`src/rtl/sync_bus_arbiter.sv`:
```
// sync_bus_arbiter
// Source-domain front end for a shared multi-bit CDC synchronizer channel.
// Picks one requester, captures its word onto unsync_bus, and frames it with
// a bus_enable pulse of HOLD_CYCLES followed by at least GAP_CYCLES+1 low
// cycles. The destination side therefore sees exactly one clean enable edge
// around a bus that does not move.
//
// Build option: define SYNC_ARB_FIXED_PRIO_EN for fixed priority (lowest
// index wins, no last-grant pointer). The default build is round-robin.
module sync_bus_arbiter #(
    parameter int BUS_WIDTH   = 8,
    parameter int NUM_REQ     = 4,
    parameter int HOLD_CYCLES = 4,
    parameter int GAP_CYCLES  = 2,
    parameter int ID_WIDTH    = $clog2(NUM_REQ)
) (
    input  logic                         CLK,
    input  logic                         RST,
    input  logic [NUM_REQ-1:0]           req,
    input  logic [NUM_REQ*BUS_WIDTH-1:0] req_data,
    output logic [NUM_REQ-1:0]           grant,
    output logic [BUS_WIDTH-1:0]         unsync_bus,
    output logic                         bus_enable,
    output logic [ID_WIDTH-1:0]          src_id,
    output logic                         busy
);

    // The counter only ever holds a load value minus one, so it needs
    // enough bits for max(HOLD_CYCLES, GAP_CYCLES) - 1.
    localparam int CNT_MAX = (HOLD_CYCLES > GAP_CYCLES) ? HOLD_CYCLES : GAP_CYCLES;
    localparam int CNT_W   = (CNT_MAX > 1) ? $clog2(CNT_MAX) : 1;

    localparam logic [CNT_W-1:0] HOLD_LOAD = CNT_W'(HOLD_CYCLES - 1);
    localparam logic [CNT_W-1:0] GAP_LOAD  = CNT_W'(GAP_CYCLES - 1);
    localparam logic [CNT_W-1:0] CNT_ONE   = CNT_W'(1);

    localparam logic [1:0] IDLE = 2'd0;
    localparam logic [1:0] HOLD = 2'd1;
    localparam logic [1:0] GAP  = 2'd2;

    logic [1:0]           state;
    logic [CNT_W-1:0]     cnt;
    logic [ID_WIDTH-1:0]  winner;
    logic [NUM_REQ-1:0]   winner_onehot;
    logic [BUS_WIDTH-1:0] winner_word;
    logic                 any_req;

    assign any_req = |req;
    assign busy    = (state != IDLE);

`ifdef SYNC_ARB_FIXED_PRIO_EN

    // Fixed priority: scanning from the top down leaves the lowest index set.
    always_comb begin
        winner = '0;
        for (int i = NUM_REQ - 1; i >= 0; i--) begin
            if (req[i]) begin
                winner = ID_WIDTH'(i);
            end
        end
    end

`else

    logic [ID_WIDTH-1:0] last;

    // Round-robin: search starts just after the last granted index and wraps.
    always_comb begin : rr_search
        int                  idx_int;
        logic [ID_WIDTH-1:0] idx;
        logic                found;
        winner  = '0;
        found   = 1'b0;
        idx_int = 0;
        idx     = '0;
        for (int i = 1; i <= NUM_REQ; i++) begin
            idx_int = (int'(last) + i) % NUM_REQ;
            idx     = ID_WIDTH'(idx_int);
            if (!found && req[idx]) begin
                winner = idx;
                found  = 1'b1;
            end
        end
    end

`endif

    // Decode the chosen index into the grant pattern and the word to capture.
    always_comb begin
        winner_onehot         = '0;
        winner_onehot[winner] = 1'b1;
        winner_word           = req_data[int'(winner) * BUS_WIDTH +: BUS_WIDTH];
    end

    // Transfer sequencer: accept in IDLE, hold enable high, then force a gap.
    always_ff @(posedge CLK or posedge RST) begin
        if (RST) begin
            state      <= IDLE;
            cnt        <= '0;
            grant      <= '0;
            unsync_bus <= '0;
            src_id     <= '0;
            bus_enable <= 1'b0;
`ifndef SYNC_ARB_FIXED_PRIO_EN
            last       <= ID_WIDTH'(NUM_REQ - 1);
`endif
        end else begin
            grant <= '0;
            case (state)
                IDLE: begin
                    if (any_req) begin
                        unsync_bus <= winner_word;
                        src_id     <= winner;
                        grant      <= winner_onehot;
                        bus_enable <= 1'b1;
                        cnt        <= HOLD_LOAD;
                        state      <= HOLD;
`ifndef SYNC_ARB_FIXED_PRIO_EN
                        last       <= winner;
`endif
                    end
                end
                HOLD: begin
                    if (cnt == '0) begin
                        bus_enable <= 1'b0;
                        cnt        <= GAP_LOAD;
                        state      <= GAP;
                    end else begin
                        cnt <= cnt - CNT_ONE;
                    end
                end
                GAP: begin
                    if (cnt == '0) begin
                        state <= IDLE;
                    end else begin
                        cnt <= cnt - CNT_ONE;
                    end
                end
                default: begin
                    bus_enable <= 1'b0;
                    state      <= IDLE;
                end
            endcase
        end
    end

endmodule

```
`config.mk`:
```
export PLATFORM = sky130hd
export DESIGN_NAME = sync_bus_arbiter
export DESIGN_NICKNAME = d
export VERILOG_FILES = /design/src/rtl/sync_bus_arbiter.sv
export SDC_FILE = /design/constraint.sdc
export NUM_CORES = 1
export LEC_CHECK = 0
export CORE_ASPECT_RATIO = 0.9
export CORE_MARGIN = 5
export CORE_UTILIZATION = 45
export CTS_BUF_LIST = sky130_fd_sc_hd__clkbuf_16
export DETAILED_ROUTE_END_ITERATION = 6
export GPL_ROUTABILITY_DRIVEN = 0
export PLACE_DENSITY = 0.95
export SLEW_MARGIN = 20
export SYNTH_ARGS = -nofsm -noshare
export SYNTH_HDL_FRONTEND = slang
export SYNTH_SLANG_ARGS = --single-unit
```
`constraint.sdc`:
```
create_clock -name CLK -period 2.97 [get_ports CLK]
set_input_delay 0.4455 -clock CLK [delete_from_list [all_inputs] [get_ports CLK]]
set_output_delay 0.4455 -clock CLK [all_outputs]
set_load 0.005 [all_outputs]
```
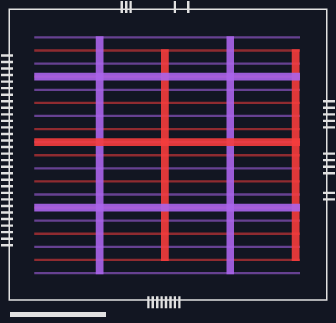
Run 1: supply network
Bar = 20 um. Pins as bars on the die edge.
[red] VDD
[purple] VSS
met5 straps: 3
signal pins: 54
rows: 18
met4 straps: 4
Core Area: 2700 sq um
Die Y: 60.1 um
die width: 65.7 um

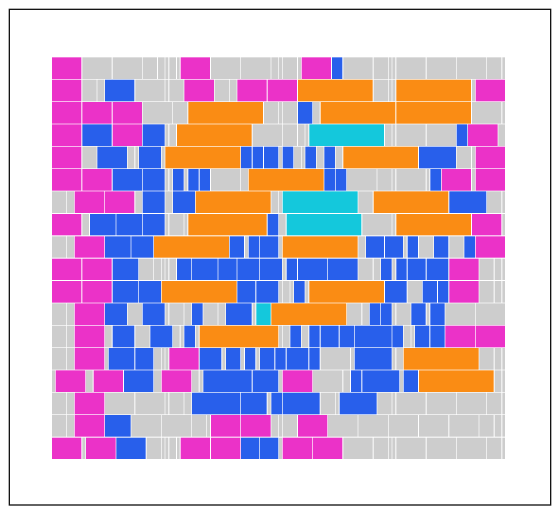
Run 1: cell classes on the final placement
Fill, decap, tap and diode cells in gray.
[magenta] remaining buffers and delay cells | cells: 53 | share of their area: 29%
[blue] remaining logic cells | cells: 105 | share of their area: 38%
[cyan] clock drivers and dummy loads | cells: 4 | share of their area: 4.4%
[orange] registers | cells: 21 | share of their area: 29%
Finished Cell Area: 1880 sq um
Core Util, Final: 69.4%
# rows: 18
flop share of the area: 28.2%

==> impl_metrics.csv, run 1 <==
group,metric,value,unit
final_timing,fin_crit,2.49,ns
final_timing,period_used_share,83.7,%
routing,dr_wl_met3,270,um
setup_path,reg2reg_slack,0.72,ns
final_timing,hold_violations,0,
final_layout,comb-cell-share,35.3,%
final_timing,fin_setup_tns,0,ns
job,openroad.warnings,30,
setup_path,r2r_cells,7,
routing,drt-total-wl,3310,um
final_timing,max_freq,402,MHz
routing,routed.top_layer,"met4",
final_layout,final-comb-area,662,sq um
setup_path,critPathLaunchType,"input pin",
final_layout,layout_top_cell,"clkdlybuf4s50_1",
final_layout,drive_gt1_share,6.56,%
routing,drtIter0Drc,60,
clocking,cts_buffer_depth,2,
clocking,clkTransAtPathRegs,0.06,ns
outcome,status,"finished, final reports clean",
power_and_ir_drop,leakagePower,0.781,nW
global_route,overflow,0,
yosys,synthesis.area,1250,sq um
floorplan,fp_util,46.4,%
final_layout,logic_gates,95,
routing,drc,0,
setup_path,crit_arrival,2.62,ns
final_layout,n_antenna_cell,0,
placement,io_buffers,53,
setup_path,critPathCaptureType,"register",
final_timing,setup_viol,0,
final_timing,rsz0062_at_grt,"no",
global_route,grtUsageTotal,18.2,%
power_and_ir_drop,p_per_area,936,nW/um^2
yosys,yosysUniqueCellTypes,32,
min_path,min_to,"src_id[1]$_DFFE_PP0P_",
setup_path,r2r_start,"state[1]$_DFFE_PP0P_",
yosys,synth_warnings,0,
yosys,ys.flops,21,
setup_path,cp_slowest_cell,"and3_1",
clocking,cts_tree,"built",
yosys,flop_cell,"dfrtp_1",
final_layout,area_share_nonclk_buffers,28.3,%
power_and_ir_drop,ir_worst_vdd,444,uV
final_layout,area_delta_synth_final,49.5,%
yosys,yosysCellCount,130,
final_layout,fill_cells,194,
global_route,grt_pass1_vias,1242,
final_layout,lay_top_cells,"53 x clkdlybuf4s50_1, 22 x nor2_1, 19 x dfrtp_1",
setup_path,cp-endpoint,"unsync_bus[7]$_DFFE_PP0P_",
routing,wl_per_cell,15.6,um
final_layout,inverters,10,
yosys,synthArstFlopShare,100,%
global_route,grt_use_met1,22.1,%
clocking,clock_latency,0.25,ns
routing,ant_nets,0,
yosys,yosysSeqAreaShare,42.1,%
setup_path,crit_chain,"clkdlybuf4s50_1 > o21ai_1 > and3_1 > mux2i_1 > a211oi_1",
min_path,holdPathStages,2,
floorplan,tapCellCount,30,
yosys,syn_nets,174,
global_route,use_met3,5.26,%
floorplan,die-area,3950,sq um
clocking,postCtsHoldBufs,0,
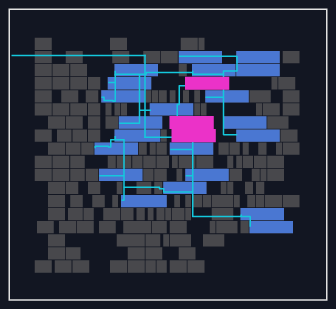
Run 1: routed clock nets over the placement
[magenta] clock-net drivers | count: 3
[cyan] clock wires | length: 242 um
[blue] flip-flops | count: 21
routed clock nets: 4

-- run 1: cell usage after synthesis (2+ instances only) --
master    number  area share, %
o21ai_4        2            2.6
ha_1           6            6.0
o21ai_1        3            1.2
a31oi_1        2            1.0
dfrtp_1       19             38
a211oi_1      17             10
inv_1          9            2.7
nand2_1        2           0.60
and4_1         8            5.6
nor2b_1        3            1.5
mux2i_1        8            6.4
dfstp_2        2            4.2
nor2_1        22            6.6
a21oi_1        9            3.6
-- run 1: through the flow --
stage	utilization [%]	cells	instance area, sq um	total power, mW	hold WS, ns
4_1_cts	69.4	213	1880	1.76	0.535
3_3_place_gp	66.4	209	1800	1.43	0.505
6_report	69.4	213	1880	1.76	0.524
3_5_place_dp	66.4	209	1800	1.48	0.523
5_1_grt	69.4	213	1880	1.90	0.568
2_1_floorplan	-	130	1250	1.09	0.421
-- run 1: sequential cells by signal, summed over array words and instances (netlist names) --
register    flops
unsync_bus      8
grant           4
cnt             2
last            2
src_id          2
state           2
bus_enable      1
-- run 1: cell families (layout without fill, tap and decap cells) --
group,after synthesis,in the layout,share of synthesized area [%]
simple gates,43,43,19.0
compound gates,38,38,21.3
flops,21,21,42.1
buf+inv,14,67,5.18
mux,8,8,6.38
fa+ha+maj,6,6,5.98
-- run 1: worst register-to-register path, stage by stage, from the launching register on --
cell and delay, ns:
dfrtp_1 0.41, inv_1 0.10, ha_1 0.19, inv_1 0.11
nor2_1 0.69, nand2_1 0.22, inv_1 0.27, a211oi_1 0.14
-- run 1: where the power goes --
part | switching, mW | internal, mW | total, mW
registers | 0.0939 | 0.443 | 0.537
logic | 0.475 | 0.466 | 0.941
clock network | 0.0969 | 0.180 | 0.277
total | 0.666 | 1.09 | 1.76
Run 1, clock wiring as the flow saved it:
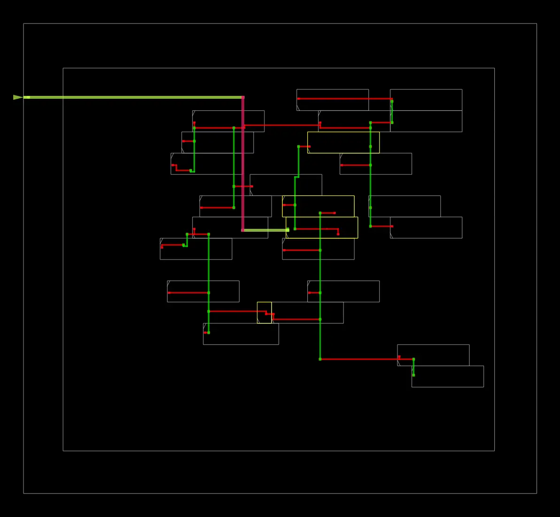

==> inputs of run 2 (changes only) <==
CORE_UTILIZATION = 38   (was 45)
PLACE_DENSITY = 0.86   (was 0.95)
clock period = 2.1 ns   (was 2.97 ns; I/O delays follow)
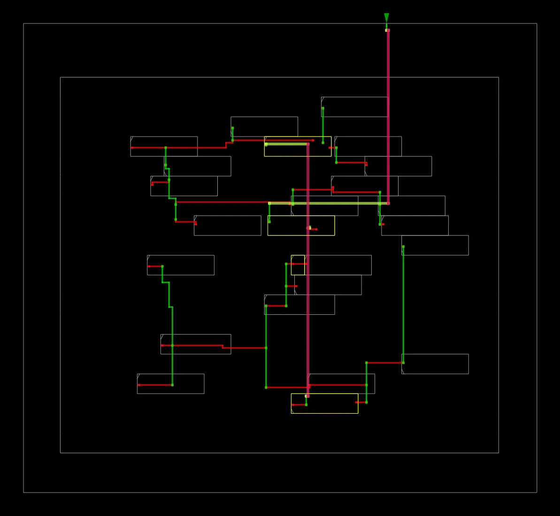
Run 2: clock wiring as the flow saved it
clk pwr: 406 uW
Layout clock buffers: 3
worst skew pair latency: 0.25 ns

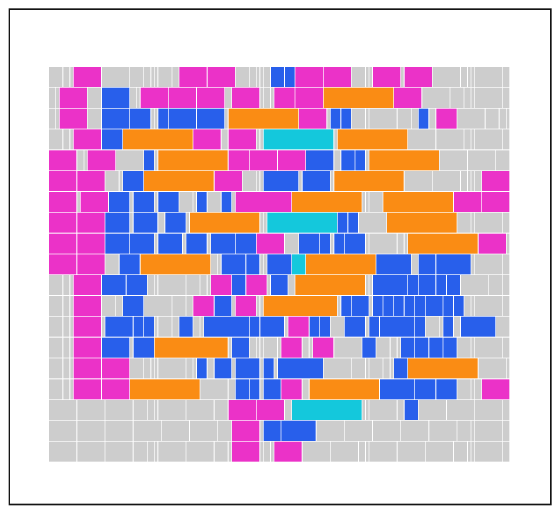
Run 2: cell classes on the final placement
Fill, decap, tap and diode cells in gray.
Core Area: 3110 sq um
Core Util, Final: 64.2%
flop share of the area: 26.4%
Finished Cell Area: 2000 sq um
# rows: 19

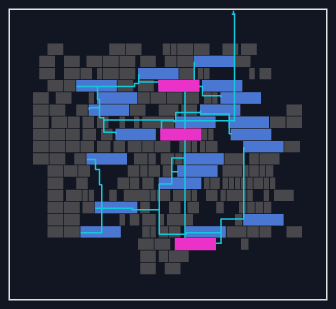
Run 2: routed clock nets over the placement
[blue] flip-flops | count: 21
[magenta] clock-net drivers | count: 3
[cyan] clock wires | length: 288 um
routed clock nets: 4

==> run 2 against run 1 <==
Compared with the run above: register-to-register slack lost 0.48 ns; synthesized cell count is the same; clock power grew 47%; cell count grew 11%; first-iteration DRC count shrank 6.7%; power grew 49%; largest cell class unchanged; sequential power grew about 40%; highest routed layer unchanged; sequential cell count is the same; critical endpoint is now busy.
==> impl_metrics.csv, run 2 <==
group,metric,value,unit
routing,num_vias,1243,
yosys,largest_area_cell,"dfrtp_1",
power_and_ir_drop,switching_share,37.1,%
final_layout,n_antenna_cell,0,
yosys,syn_nets,174,
final_timing,setup_viol,0,
outcome,status,"finished, final reports clean",
yosys,aoi_share,21.3,%
power_and_ir_drop,pwr-share-comb,55.7,%
placement,io_buffers,53,
final_timing,fin_crit,1.95,ns
power_and_ir_drop,pwr-share-seq,28.8,%
placement,placed_cells,233,
final_layout,drive_gt1_share,12.8,%
routing,dr_wl_met3,202,um
setup_path,max_stage_delay,0.53,ns
final_layout,lay_top_cells,"53 x clkdlybuf4s50_1, 22 x nor2_1, 19 x dfrtp_1",
global_route,grt_pass1_vias,1275,
yosys,ys.flops,21,
job,max-cap-violations,0,
yosys,synthesis.area,1250,sq um
yosys,topCombFamilyByArea,"AND-OR/OR-AND gates",
routing,wl_per_cell,14.4,um
clocking,clkTransAtPathRegs,0.06,ns
placement,dp_hpwl,2710,um
clocking,clock_sinks,21,
final_layout,largest_reg_flops,8,
yosys,xor_area_share,0,%
global_route,grtUsageTotal,16.2,%
yosys,synthTopCellsByCount,"22 x nor2_1, 19 x dfrtp_1, 17 x a211oi_1",
min_path,hold_path.class,"in -> async",
power_and_ir_drop,p_total,2.62,mW
power_and_ir_drop,ir_worst_vdd,604,uV
final_timing,period_used_share,93.0,%
setup_path,cp_slowest_cell,"clkdlybuf4s50_1",
global_route,antenna_found_initial,0,
floorplan,die_h,64.5,um
routing,drc,0,
clocking,postCtsHoldBufs,0,
yosys,ys_chip_area,1250,sq um
yosys,yosysUniqueCellTypes,32,
floorplan,fp_util,40.3,%
global_route,gr-usage-met2,28.9,%
yosys,yosysSeqAreaShare,42.1,%
yosys,flop_cell,"dfrtp_1",
routing,routed.top_layer,"met4",
yosys,top_area_share,37.9,%
yosys,yosysCellCount,130,
setup_path,cp.required,1.78,ns
global_route,grt_use_met1,19.2,%
routing,drt-met1-wl,1370,um
final_timing,fin_setup_tns,0,ns
final_layout,largestRegisters,"unsync_bus (8), grant (4)",
final_timing,slew_viol_final,0,
yosys,ys_sh_simple,19.0,%
final_layout,fin_cells,237,
routing,drt-total-wl,3400,um
clocking,cts_tree,"built",
routing,ant_nets,0,
setup_path,crit_arrival,1.64,ns
global_route,grt_pass1_wl,5890,um
floorplan,die_w,70.6,um
setup_path,critPathMaxFanout,5,
final_timing,rsz0062_at_grt,"no",
yosys,synth_warnings,0,
clocking,cts_buffer_depth,2,
power_and_ir_drop,power.switching,973,uW
setup_path,critPathLaunchType,"register",
final_layout,area_delta_synth_final,59.2,%
setup_path,crit_top_cell,"inv_1",
setup_path,crit_chain,"inv_1 > ha_1 > inv_1 > clkdlybuf4s50_1",
final_timing,skew,0.00222,ns
power_and_ir_drop,clockPowerShare,15.5,%
yosys,syn_area_per_cell,9.65,sq um
clocking,cts-buffers-inserted,3,
yosys,mux_share,6.38,%
final_timing,relSlewSlack,76.8,%
global_route,use_met3,2.78,%
yosys,synthArstFlopShare,100,%
final_timing,hold_violations,0,
yosys,edf_count,0,
setup_path,critPathCaptureType,"output pin",
power_and_ir_drop,p_per_area,1310,nW/um^2
clocking,htreeDepth,1,
final_timing,max_freq,512,MHz
routing,drtIter0Drc,56,
power_and_ir_drop,intPower,1.65,mW
clocking,cts_resized,0,
floorplan,ios,54,
yosys,adder_share,5.98,%
yosys,synthCells,130,
final_timing,tightest_slew,0.348,ns
floorplan,die-area,4550,sq um
final_layout,layout_top_cell,"clkdlybuf4s50_1",
yosys,synth.most_common_cell,"nor2_1",
routing,vias_per_cell,5.24,
final_layout,largest-register,"unsync_bus",
yosys,synthTopCellsByArea,"dfrtp_1 38%, a211oi_1 10%, nor2_1 6.6%",
power_and_ir_drop,leakagePower,0.843,nW
job,openroad.warnings,30,
setup_path,reg2reg_slack,0.24,ns
global_route,overflow,0,
[run 2: power by group through the flow]
| stage | sequential [mW] | clock [mW] | combinational (mW) |
|---|---|---|---|
| 6_report | 0.754 | 0.406 | 1.46 |
| 3_5_place_dp | 0.760 | 0 | 1.45 |
| 2_1_floorplan | 0.751 | 0 | 0.794 |
| 5_1_grt | 0.781 | 0.425 | 1.63 |
| 4_1_cts | 0.756 | 0.414 | 1.47 |
| 3_3_place_gp | 0.753 | 0 | 1.40 |
[run 2: path summary, 6_finish.rpt]
check,end,start,depth (start not counted)
setup / recovery,busy,state[0]$_DFFE_PP0P_,4
hold / removal,grant[1]$_DFF_PP0_,RST,3
setup reg to reg,unsync_bus[2]$_DFFE_PP0P_,state[0]$_DFFE_PP0P_,6
hold reg to reg,bus_enable$_DFFE_PP0P_,bus_enable$_DFFE_PP0P_,2
max in group asynchronous,last[0]$_DFFE_PP1P_,RST,3
min in group CLK,bus_enable$_DFFE_PP0P_,bus_enable$_DFFE_PP0P_,2
[run 2: area by class of cell]
type	instances	area (sq um)
well taps	42	52.6
inverters	10	37.5
multi-input cells	95	667
clock buffers	3	75.1
repair buffers	65	633
clock inverters	1	5.00
flip-flops and latches	21	528
fillers	250	1120
[run 2: worst max-delay path, delay by kind of cell (launching register included)]
kind       cells  cell delay, ns
fa+ha+maj      1            0.22
buf+inv        3            0.77
flops          1            0.39
[run 2: through the flow]
stage	setup slack [ns]	util, %	hold slack (ns)	instance area, sq um
after global routing	0.0268	64.2	0.438	2000
final	0.147	64.2	0.389	2000
after global placement	0.0254	61.4	0.504	1910
after detailed placement	-0.0893	61.4	0.519	1910
after floorplan	0.419	-	0.290	1250
after CTS	0.0745	64.0	0.400	1990
==> inputs of run 3 (changes only) <==
==> constraint.sdc (replaced) <==
create_clock -name CLK -period 2.1 [get_ports CLK]
set_input_delay 0.315 -clock CLK [delete_from_list [all_inputs] [get_ports CLK]]
set_output_delay 0.315 -clock CLK [all_outputs]
set_load 0.02 [all_outputs]
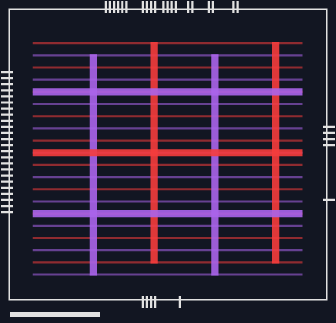
Run 3: supply network
Bar = 20 um. Pins as bars on the die edge.
[red] VDD
[purple] VSS
rows: 19
met4 straps: 4
signal pins: 54
met1 rails: 20
Peak VDD IR: 651 uV
Die Y: 64.5 um
die width: 70.6 um

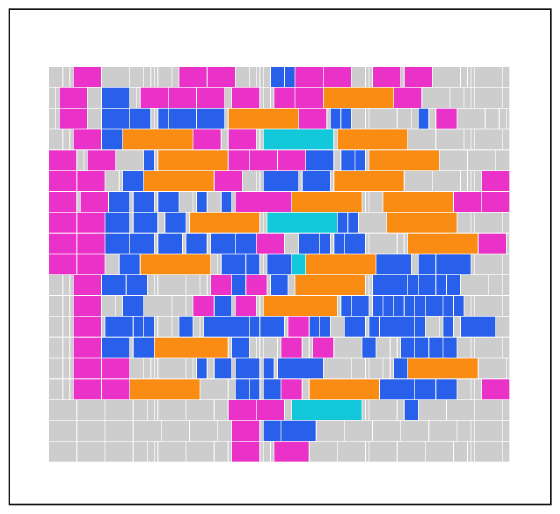
Run 3: cell classes on the final placement
Fill, decap, tap and diode cells in gray.
[orange] registers | cells: 21 | share of their area: 27%
[cyan] clock drivers and dummy loads | cells: 4 | share of their area: 4.1%
[blue] remaining logic cells | cells: 105 | share of their area: 36%
[magenta] remaining buffers and delay cells | cells: 65 | share of their area: 33%
Core Util, Final: 64.2%
Finished Cell Area: 2000 sq um
flop share of the area: 26.4%

==> run 3 against run 2 <==
Compared with the run above: cell count stayed put; register-to-register slack barely moved; clock skew is 0.00070 ns higher; die area unchanged; sequential power is essentially flat; first-iteration DRC count shrank 1.8%; global-route usage did not move; critical endpoint is now unsync_bus[2]$_DFFE_PP0P_; largest cell class unchanged; highest routed layer unchanged.
==> impl_metrics.csv, run 3 <==
group,metric,value,unit
placement,dp_hpwl,2710,um
final_layout,area_delta_synth_final,59.4,%
final_layout,drive_gt1_share,12.8,%
yosys,yosysUniqueCellTypes,32,
clocking,cts-buffers-inserted,3,
final_timing,fin_setup_tns,0,ns
power_and_ir_drop,pwr-share-seq,27.0,%
routing,ant_nets,0,
yosys,synth.most_common_cell,"nor2_1",
setup_path,r2r_start,"state[0]$_DFFE_PP0P_",
yosys,synthesis.area,1250,sq um
yosys,largest_area_cell,"dfrtp_1",
global_route,grtUsageTotal,16.2,%
floorplan,num_rows,19,
yosys,ys.flops,21,
final_timing,rsz0062_at_grt,"no",
global_route,overflow,0,
global_route,antenna_found_initial,0,
global_route,gr-usage-met2,28.9,%
placement,placed_cells,233,
final_layout,largest_reg_flops,8,
setup_path,cp-endpoint,"unsync_bus[2]$_DFFE_PP0P_",
routing,drtIter0Drc,55,
setup_path,critPathLaunch,"req[3]",
final_timing,tightest_slew,0.352,ns
final_timing,max_freq,517,MHz
clocking,cts_buffer_depth,2,
clocking,postCtsHoldBufs,0,
yosys,syn_nets,174,
setup_path,cp.required,2.22,ns
placement,dp_slack,-0.0893,ns
placement,io_buffers,53,
yosys,topCombFamilyByArea,"AND-OR/OR-AND gates",
floorplan,core,3110,sq um
yosys,ys_sh_simple,19.0,%
setup_path,reg2reg_slack,0.24,ns
final_timing,setup_viol,0,
outcome,status,"finished, final reports clean",
clocking,clkTransAtPathRegs,0.06,ns
final_timing,fin_crit,1.93,ns
yosys,synthTopCellsByCount,"22 x nor2_1, 19 x dfrtp_1, 17 x a211oi_1",
setup_path,critPathLaunchType,"input pin",
yosys,synthCells,130,
final_layout,n_antenna_cell,0,
routing,wl_per_cell,14.4,um
routing,drc,0,
final_layout,layout_top_cell,"clkdlybuf4s50_1",
yosys,synthArstFlopShare,100,%
power_and_ir_drop,p_total,2.79,mW
setup_path,reg2reg_to,"unsync_bus[2]$_DFFE_PP0P_",
yosys,mux_share,6.38,%
setup_path,critPathCaptureType,"register",
yosys,synthTopCellsByArea,"dfrtp_1 38%, a211oi_1 10%, nor2_1 6.6%",
final_layout,largestRegisters,"unsync_bus (8), grant (4)",
yosys,yosysSeqAreaShare,42.1,%
power_and_ir_drop,power.switching,1.15,mW
final_timing,holdWs,0.390,ns
global_route,grt_use_met1,19.2,%
job,max-cap-violations,0,
floorplan,ios,54,
power_and_ir_drop,clockPowerShare,14.5,%
clocking,cts_tree,"built",
min_path,hold_path.class,"in -> async",
global_route,grt_pass1_wl,5890,um
clocking,clock_latency,0.25,ns
final_layout,fin_cells,237,
routing,num_vias,1230,
final_timing,slew_viol_final,0,
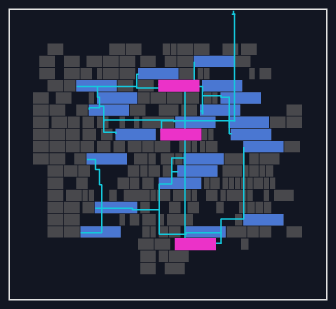
Run 3: routed clock nets over the placement
[magenta] clock-net drivers | count: 3
[blue] flip-flops | count: 21
[cyan] clock wires | length: 284 um
routed clock nets: 4

run 3: cell counts after synthesis:
Identical to the previous run, type by type.
run 3: worst min-delay path by stage:
stage | start | end | slack (ns) | depth (start not counted)
after global routing | RST | grant[3]$_DFF_PP0_ | 0.44 | 3
final | RST | cnt[1]$_DFFE_PP0P_ | 0.39 | 3
after detailed placement | bus_enable$_DFFE_PP0P_ | bus_enable$_DFFE_PP0P_ | 0.52 | 2
after CTS | RST | cnt[1]$_DFFE_PP0P_ | 0.40 | 3
after floorplan | RST | bus_enable$_DFFE_PP0P_ | 0.29 | 1
after global placement | bus_enable$_DFFE_PP0P_ | bus_enable$_DFFE_PP0P_ | 0.50 | 2
run 3: final cells by class:
type | count | area [sq um]
clock inverter | 1 | 5.00
fill | 249 | 1110
clock buffer | 3 | 75.1
tap | 42 | 52.6
multi-input combinational | 95 | 667
timing repair buffer | 65 | 636
sequential | 21 | 528
inverter | 10 | 37.5
run 3: worst max-delay path, stage by stage:
cell             delay [ns]
clkdlybuf4s50_1        0.56
nor2b_2                0.20
o311ai_1               0.11
or3_1                  0.49
a211oi_1               0.29
a211oi_1               0.09
run 3: logic make-up (layout without fill, tap and decap cells):
logic type / Yosys count / in the layout
mux: 8 / 8
compound gates: 38 / 38
buf+inv: 14 / 79
fa+ha+maj: 6 / 6
flops: 21 / 21
simple gates: 43 / 43
run 3: routing by layer:
metal,wire length [um],vias to the layer above,share of wire (%)
li1,-,606,-
met1,1380,566,40
met2,1740,51,51
met3,213,7,6.2
met4,87,0,2.5
met5,0,-,0
run 3: power by group through the flow:
stage	clock (mW)	sequential, mW	combinational (mW)
floorplan	0	0.908	0.810
global placement	0	0.753	1.57
detailed placement	0	0.760	1.63
CTS	0.414	0.756	1.64
global route	0.425	0.781	1.80
finish	0.405	0.754	1.64

==> gallery <==
Signal wires by layer.
Bar = 20 um. Only two layers are drawn.
image #1
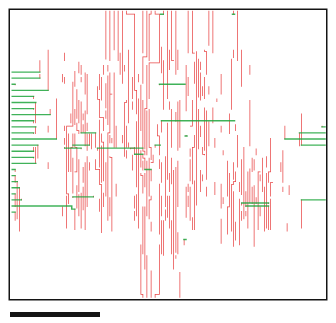
image #2
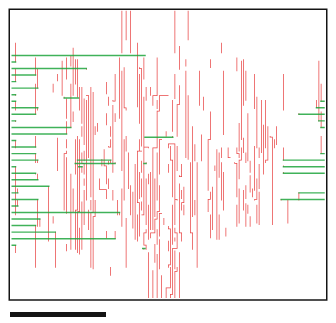
image #1 -> run 2
image #2 -> run 1
Of these, largest die: image #1

Key to image #1:
[red] M2 | wire length: 1,740 um
[green] M3 | wire length: 203 um

Power is estimated from default activity; no workload was simulated.
